### src/rtl/conv1d_ctrl.sv
// conv1d_ctrl: sequencing controller for the conv1d core datapath.
//
// Produces valid-only 1-D convolution control for a single shared MAC.
// For a job of sig_len samples it loads N_TAPS weights and fills the
// sample shift chain. It then runs one MAC burst of N_TAPS cycles per
// output, presents each result on y_valid/y_ready, and slides one new
// sample in before each further output.
//
// Ports:
//   clk, rst_n          clock (rising edge), asynchronous active-low reset
//   start, sig_len      job request (sampled in IDLE) and its sample count
//   w_valid/w_ready     weight word handshake; w_load one-hot register load
//   x_valid/x_ready     sample handshake; shift_en loads the shift chain
//   mac_clr/mac_en      accumulator clear-on-load / update enable
//   tap_sel             tap addressed in the current MAC cycle
//   y_valid/y_ready     finished output handshake
//   busy, done          job in progress / one-cycle end-of-job pulse
module conv1d_ctrl #(
  parameter int N_TAPS = 3,
  parameter int TAP_W  = 2,
  parameter int LEN_W  = 8
) (
  input  logic              clk,
  input  logic              rst_n,
  input  logic              start,
  input  logic [LEN_W-1:0]  sig_len,
  input  logic              w_valid,
  output logic              w_ready,
  output logic [N_TAPS-1:0] w_load,
  input  logic              x_valid,
  output logic              x_ready,
  output logic              shift_en,
  output logic              mac_clr,
  output logic              mac_en,
  output logic [TAP_W-1:0]  tap_sel,
  output logic              y_valid,
  input  logic              y_ready,
  output logic              busy,
  output logic              done
);

  typedef enum logic [2:0] {
    S_IDLE   = 3'd0,
    S_LOAD_W = 3'd1,
    S_FILL   = 3'd2,
    S_MAC    = 3'd3,
    S_OUT    = 3'd4,
    S_SLIDE  = 3'd5,
    S_DONE   = 3'd6
  } state_t;

  localparam logic [TAP_W-1:0]  LAST_TAP = TAP_W'(N_TAPS - 1);
  localparam logic [TAP_W-1:0]  TAP_ZERO = TAP_W'(0);
  localparam logic [TAP_W-1:0]  TAP_ONE  = TAP_W'(1);
  localparam logic [LEN_W-1:0]  LEN_TAPS = LEN_W'(N_TAPS);
  localparam logic [LEN_W-1:0]  LEN_ZERO = LEN_W'(0);
  localparam logic [LEN_W-1:0]  LEN_ONE  = LEN_W'(1);
  localparam logic [N_TAPS-1:0] LOAD_LSB = N_TAPS'(1);

  state_t             state_q, state_d;
  // Shared counter: weight index in LOAD_W, sample index in FILL, tap in MAC.
  logic [TAP_W-1:0]   tap_cnt_q, tap_cnt_d;
  logic [LEN_W-1:0]   out_cnt_q, out_cnt_d;
  logic [LEN_W-1:0]   n_out_q, n_out_d;

  // State and counter registers with asynchronous reset.
  always_ff @(posedge clk or negedge rst_n) begin
    if (!rst_n) begin
      state_q   <= S_IDLE;
      tap_cnt_q <= TAP_ZERO;
      out_cnt_q <= LEN_ZERO;
      n_out_q   <= LEN_ZERO;
    end else begin
      state_q   <= state_d;
      tap_cnt_q <= tap_cnt_d;
      out_cnt_q <= out_cnt_d;
      n_out_q   <= n_out_d;
    end
  end

  // Next-state, counter update and output decode.
  always_comb begin
    state_d   = state_q;
    tap_cnt_d = tap_cnt_q;
    out_cnt_d = out_cnt_q;
    n_out_d   = n_out_q;
    w_ready   = 1'b0;
    w_load    = '0;
    x_ready   = 1'b0;
    shift_en  = 1'b0;
    mac_clr   = 1'b0;
    mac_en    = 1'b0;
    tap_sel   = TAP_ZERO;
    y_valid   = 1'b0;
    busy      = 1'b1;
    done      = 1'b0;

    case (state_q)
      S_IDLE: begin
        busy      = 1'b0;
        tap_cnt_d = TAP_ZERO;
        out_cnt_d = LEN_ZERO;
        if (start) begin
          // Jobs too short for even one output finish without handshakes.
          if (sig_len >= LEN_TAPS) begin
            n_out_d = sig_len - LEN_TAPS + LEN_ONE;
            state_d = S_LOAD_W;
          end else begin
            state_d = S_DONE;
          end
        end else begin
          state_d = S_IDLE;
        end
      end

      S_LOAD_W: begin
        w_ready = 1'b1;
        if (w_valid) begin
          w_load = LOAD_LSB << tap_cnt_q;
          if (tap_cnt_q == LAST_TAP) begin
            tap_cnt_d = TAP_ZERO;
            state_d   = S_FILL;
          end else begin
            tap_cnt_d = tap_cnt_q + TAP_ONE;
          end
        end else begin
          w_load = '0;
        end
      end

      S_FILL: begin
        x_ready = 1'b1;
        if (x_valid) begin
          shift_en = 1'b1;
          if (tap_cnt_q == LAST_TAP) begin
            tap_cnt_d = TAP_ZERO;
            state_d   = S_MAC;
          end else begin
            tap_cnt_d = tap_cnt_q + TAP_ONE;
          end
        end else begin
          shift_en = 1'b0;
        end
      end

      S_MAC: begin
        mac_en  = 1'b1;
        tap_sel = tap_cnt_q;
        mac_clr = (tap_cnt_q == TAP_ZERO);
        if (tap_cnt_q == LAST_TAP) begin
          tap_cnt_d = TAP_ZERO;
          state_d   = S_OUT;
        end else begin
          tap_cnt_d = tap_cnt_q + TAP_ONE;
        end
      end

      S_OUT: begin
        y_valid = 1'b1;
        if (y_ready) begin
          out_cnt_d = out_cnt_q + LEN_ONE;
          if (out_cnt_q == (n_out_q - LEN_ONE)) begin
            state_d = S_DONE;
          end else begin
            state_d = S_SLIDE;
          end
        end else begin
          state_d = S_OUT;
        end
      end

      S_SLIDE: begin
        x_ready = 1'b1;
        if (x_valid) begin
          shift_en = 1'b1;
          state_d  = S_MAC;
        end else begin
          shift_en = 1'b0;
        end
      end

      S_DONE: begin
        done    = 1'b1;
        state_d = S_IDLE;
      end

      default: begin
        busy    = 1'b0;
        state_d = S_IDLE;
      end
    endcase
  end

endmodule

### config.mk
export PLATFORM = sky130hd
export DESIGN_NAME = conv1d_ctrl
export DESIGN_NICKNAME = d
export VERILOG_FILES = /design/src/rtl/conv1d_ctrl.sv
export SDC_FILE = /design/constraint.sdc
export NUM_CORES = 1
export LEC_CHECK = 0
export ABC_CLOCK_PERIOD_IN_PS = 2600
export CAP_MARGIN = 10
export CORE_ASPECT_RATIO = 1.25
export CORE_MARGIN = 2
export CORE_UTILIZATION = 40
export CTS_BUF_LIST = sky130_fd_sc_hd__clkbuf_16
export DETAILED_ROUTE_END_ITERATION = 8
export PLACE_DENSITY = 0.64
export SETUP_SLACK_MARGIN = 0.3
export SLEW_MARGIN = 20
export SYNTH_ARGS = -nofsm -noshare
export SYNTH_HDL_FRONTEND = slang
export SYNTH_SLANG_ARGS = --single-unit
### constraint.sdc
create_clock -name clk -period 2.6 [get_ports clk]
set_input_delay 0.26 -clock clk [delete_from_list [all_inputs] [get_ports clk]]
set_output_delay 0.26 -clock clk [all_outputs]
set_load 0.01 [all_outputs]
util_map.png
6 x 7 tiles, from white (low) to dark blue (high), 0 to 100% covered.
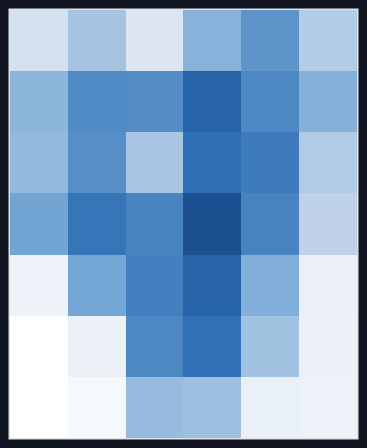
emptiest ninth of the die: south-west
mean over tiles: 43%
nearly empty tiles: 4.8%
fullest tile: 87%
Core Region: 0.003722 mm2
Core Util at FP: 0.4104

layers.png
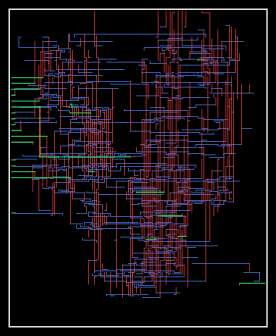
legend:
  M1:
    colour: blue
    wire_length: 1790 um
  M4:
    colour: orange
    wire_length: 11.6 um
  M3:
    colour: green
    wire_length: 122 um
  M2:
    colour: red
    wire_length: 1920 um
Total GRT Usage: 0.1869
routed len/inst: 15.89 um

gates.png
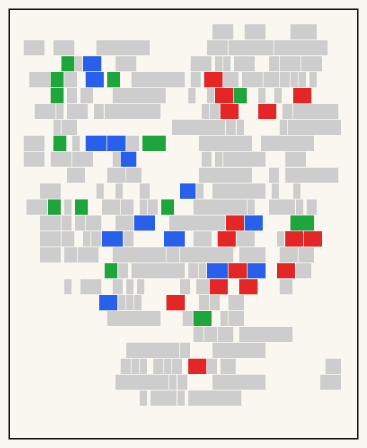
legend:
  non-inverting ao/oa cells:
    colour: blue
    cells: 13
    most_used: a22o_1
  and/or cells:
    colour: green
    cells: 13
    most_used: and3_1
  xor and xnor cells:
    colour: red
    cells: 15
    most_used: xor2_1
fraction of area in multi-input gates: 0.4915
Post-Layout Cell Count: 242

congestion_map.png
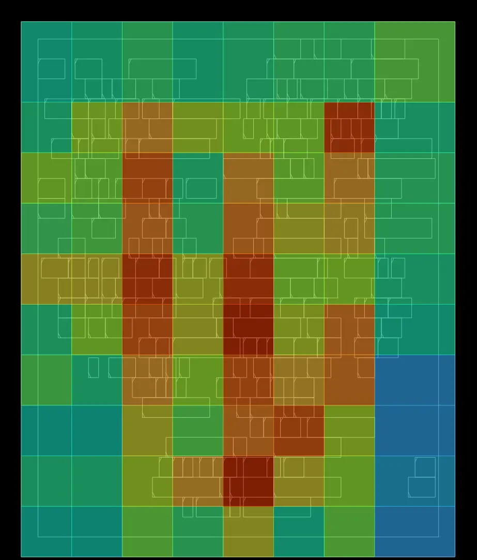
met3 usage in global routing: 0.03369
Final Util: 0.5129
GRT busiest layer: met2

m2.png
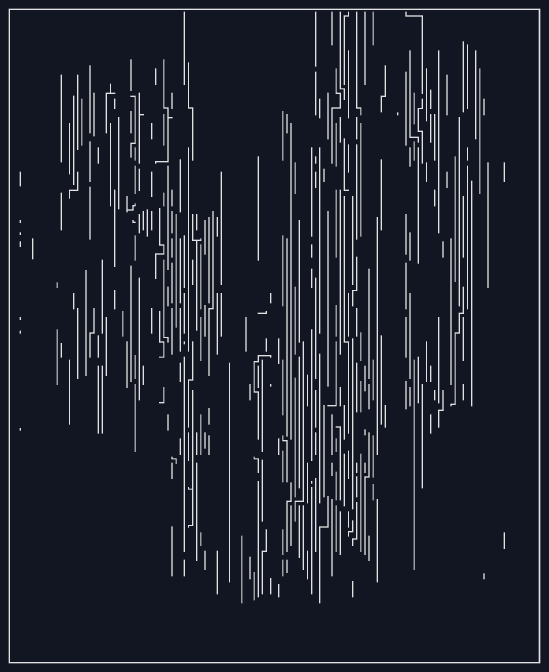
main direction: vertical
wire length on this layer: 1920 um
nets with wire on the layer: 187
longest straight run: 35.4 um
share of all routed wire: 50%
met2 Resource Use GR: 0.3199
routed vias: 1422
wirelength, routed: 3845 um

[placed cells by master (no fill, tap or decap), types with 4 or more instances in the layout]
cell and n:
o21ai_0 9, nand3_1 6, xnor2_1 5, and3_1 5, clkdlybuf4s50_1 26, inv_1 10, xor2_1 10, nand2_1 17
dfrtp_1 19, and2_1 4, a21oi_1 6, nor3_1 8, nor2_1 16
[power groups by stage]
stage / registers, uW / logic (uW) / clock network, uW
after floorplan: 539 / 675 / 0
after global placement: 641 / 877 / 0
after detailed placement: 646 / 888 / 0
after CTS: 644 / 900 / 327
after global routing: 670 / 999 / 345
final: 646 / 900 / 330
[worst max-delay path, stage by stage (launching register included)]
cell and delay (ns):
dfrtp_2 0.52, nand2b_1 0.20, o22ai_1 0.26, and2_1 0.17
clkdlybuf4s50_1 0.53
==> flow_metrics.py <==
# Flow results
metrics = {
    "outcome": {
        "outcome": "complete, no violations",
    },
    "yosys": {
        "syn_nets": 194,
        "top_cells_by_area": "dfrtp_1 34%, xor2_1 5.7%, nand2_1 4.2%",
        "top_cell": "dfrtp_1",
        "yosys_cells": 177,
        "synth-simple-area-share": 0.2678,
        "synth_cells": 177,
        "ys_sh_mux": 0.006552,
        "syn-cell-area_mm2": 0.001528,
        "top_area_frac": 0.3440,
        "yosysSeqAreaShare": 0.3440,
        "logic_family": "simple AND/OR/NAND/NOR gates",
        "synth-xor-area-share": 0.08600,
        "yosys_warnings": 0,
        "yosysTopAreaCell": "dfrtp_1",
        "yosys_area_mm2": 0.001528,
        "syn_avg_cell_area_um2": 8.631,
        "synthArstFlopShare": 1.000,
        "ys_sh_adder": 0.02457,
        "synth.distinct_cells": 49,
    },
    "timing": {
        "worst_pin_slew_ns": 0.6029,
        "drv_slew": 0,
        "hold_viol": 0,
        "rsz0062_at_grt": "yes",
        "tns_ns": 0,
        "setup_violations": 0,
        "holdWs_ns": 0.3565,
        "finalClockSkew_ns": 0.005853,
        "period_minus_slack_ns": 2.201,
    },
    "grt": {
        "grt_use_met1": 0.2403,
        "grt_pass1_wl_um": 6244,
        "antenna_found_initial": 0,
        "overflow": 0,
        "grt_max_degree": 22,
    },
    "finish": {
        "final-clk-cell-share": 0.04194,
        "sh_seq_area": 0.2765,
        "nFlopsAndLatches": 21,
        "fillers": 337,
        "nets": 220,
        "largest_class": "multi-input combinational cells",
        "insertedDiodeCount": 0,
        "nonClockBufferCount": 28,
        "clkbuf_count": 3,
        "inv_count": 10,
        "top_regs": "n_out_q (8), out_cnt_q (8), state_q (3)",
        "syn2layout_area_growth_pct": 24.98,
        "logic_gates": 139,
        "design_area_mm2": 0.001909,
    },
    "clock_network": {
        "clk_pin_slew_worst_paths_ns": 0.06,
        "cts_hold_buf": 0,
        "numCtsBuffers": 3,
        "cts-resized-gates": 1,
        "cts_root_buffer": "clkbuf_16",
        "clock_path_buffers": 2,
        "clk_latency_ns": 0.26,
        "tritoncts": "done",
        "cts_setup_buffers": 0,
        "numClockSinks": 21,
    },
    "critical_path": {
        "crit_path_start_kind": "register",
        "crit_required_ns": 2.34,
        "rr_worst_depth": 7,
        "critPathCaptureType": "primary output",
        "crit_path_start": "state_q[0]",
        "arrival_ns": 1.94,
        "r2r_start": "n_out_q[0]",
        "worstSetupEndpoint": "shift_en",
        "crit_type": "register to primary output",
    },
    "route": {
        "drc": 0,
        "vias_per_cell": 5.876,
        "m1WireLength_um": 1791,
        "first_iter_violations": 50,
        "final_antenna_net_count": 0,
        "routed.top_layer": "met4",
        "wl_met3_um": 122,
        "first_pass_iters": 4,
    },
    "power_and_ir_drop": {
        "power.total_uw": 1875,
        "clkPwrFrac": 0.176,
        "power.switching_uw": 781.6,
        "p_leak_uw": 0.0007703,
        "power_density_mw_per_mm2": 982.3,
        "swShare": 0.4168,
        "p_int_uw": 1094,
        "seq_power_share": 0.345,
        "comb_power_share": 0.480,
    },
    "min_path": {
        "hp-class": "input port to async pin",
    },
    "floorplan": {
        "n_tap_cell": 40,
        "dieArea_mm2": 0.004333,
        "num_rows": 25,
        "fp.dieW_um": 59.28,
        "ios": 27,
    },
    "placed_design": {
        "pre_cts_ws_ns": 0.4141,
        "gp_congestion": 0.8757,
        "placed_area_mm2": 0.001824,
    },
    "run": {
        "warnings": 27,
        "drv_cap": 0,
    },
}
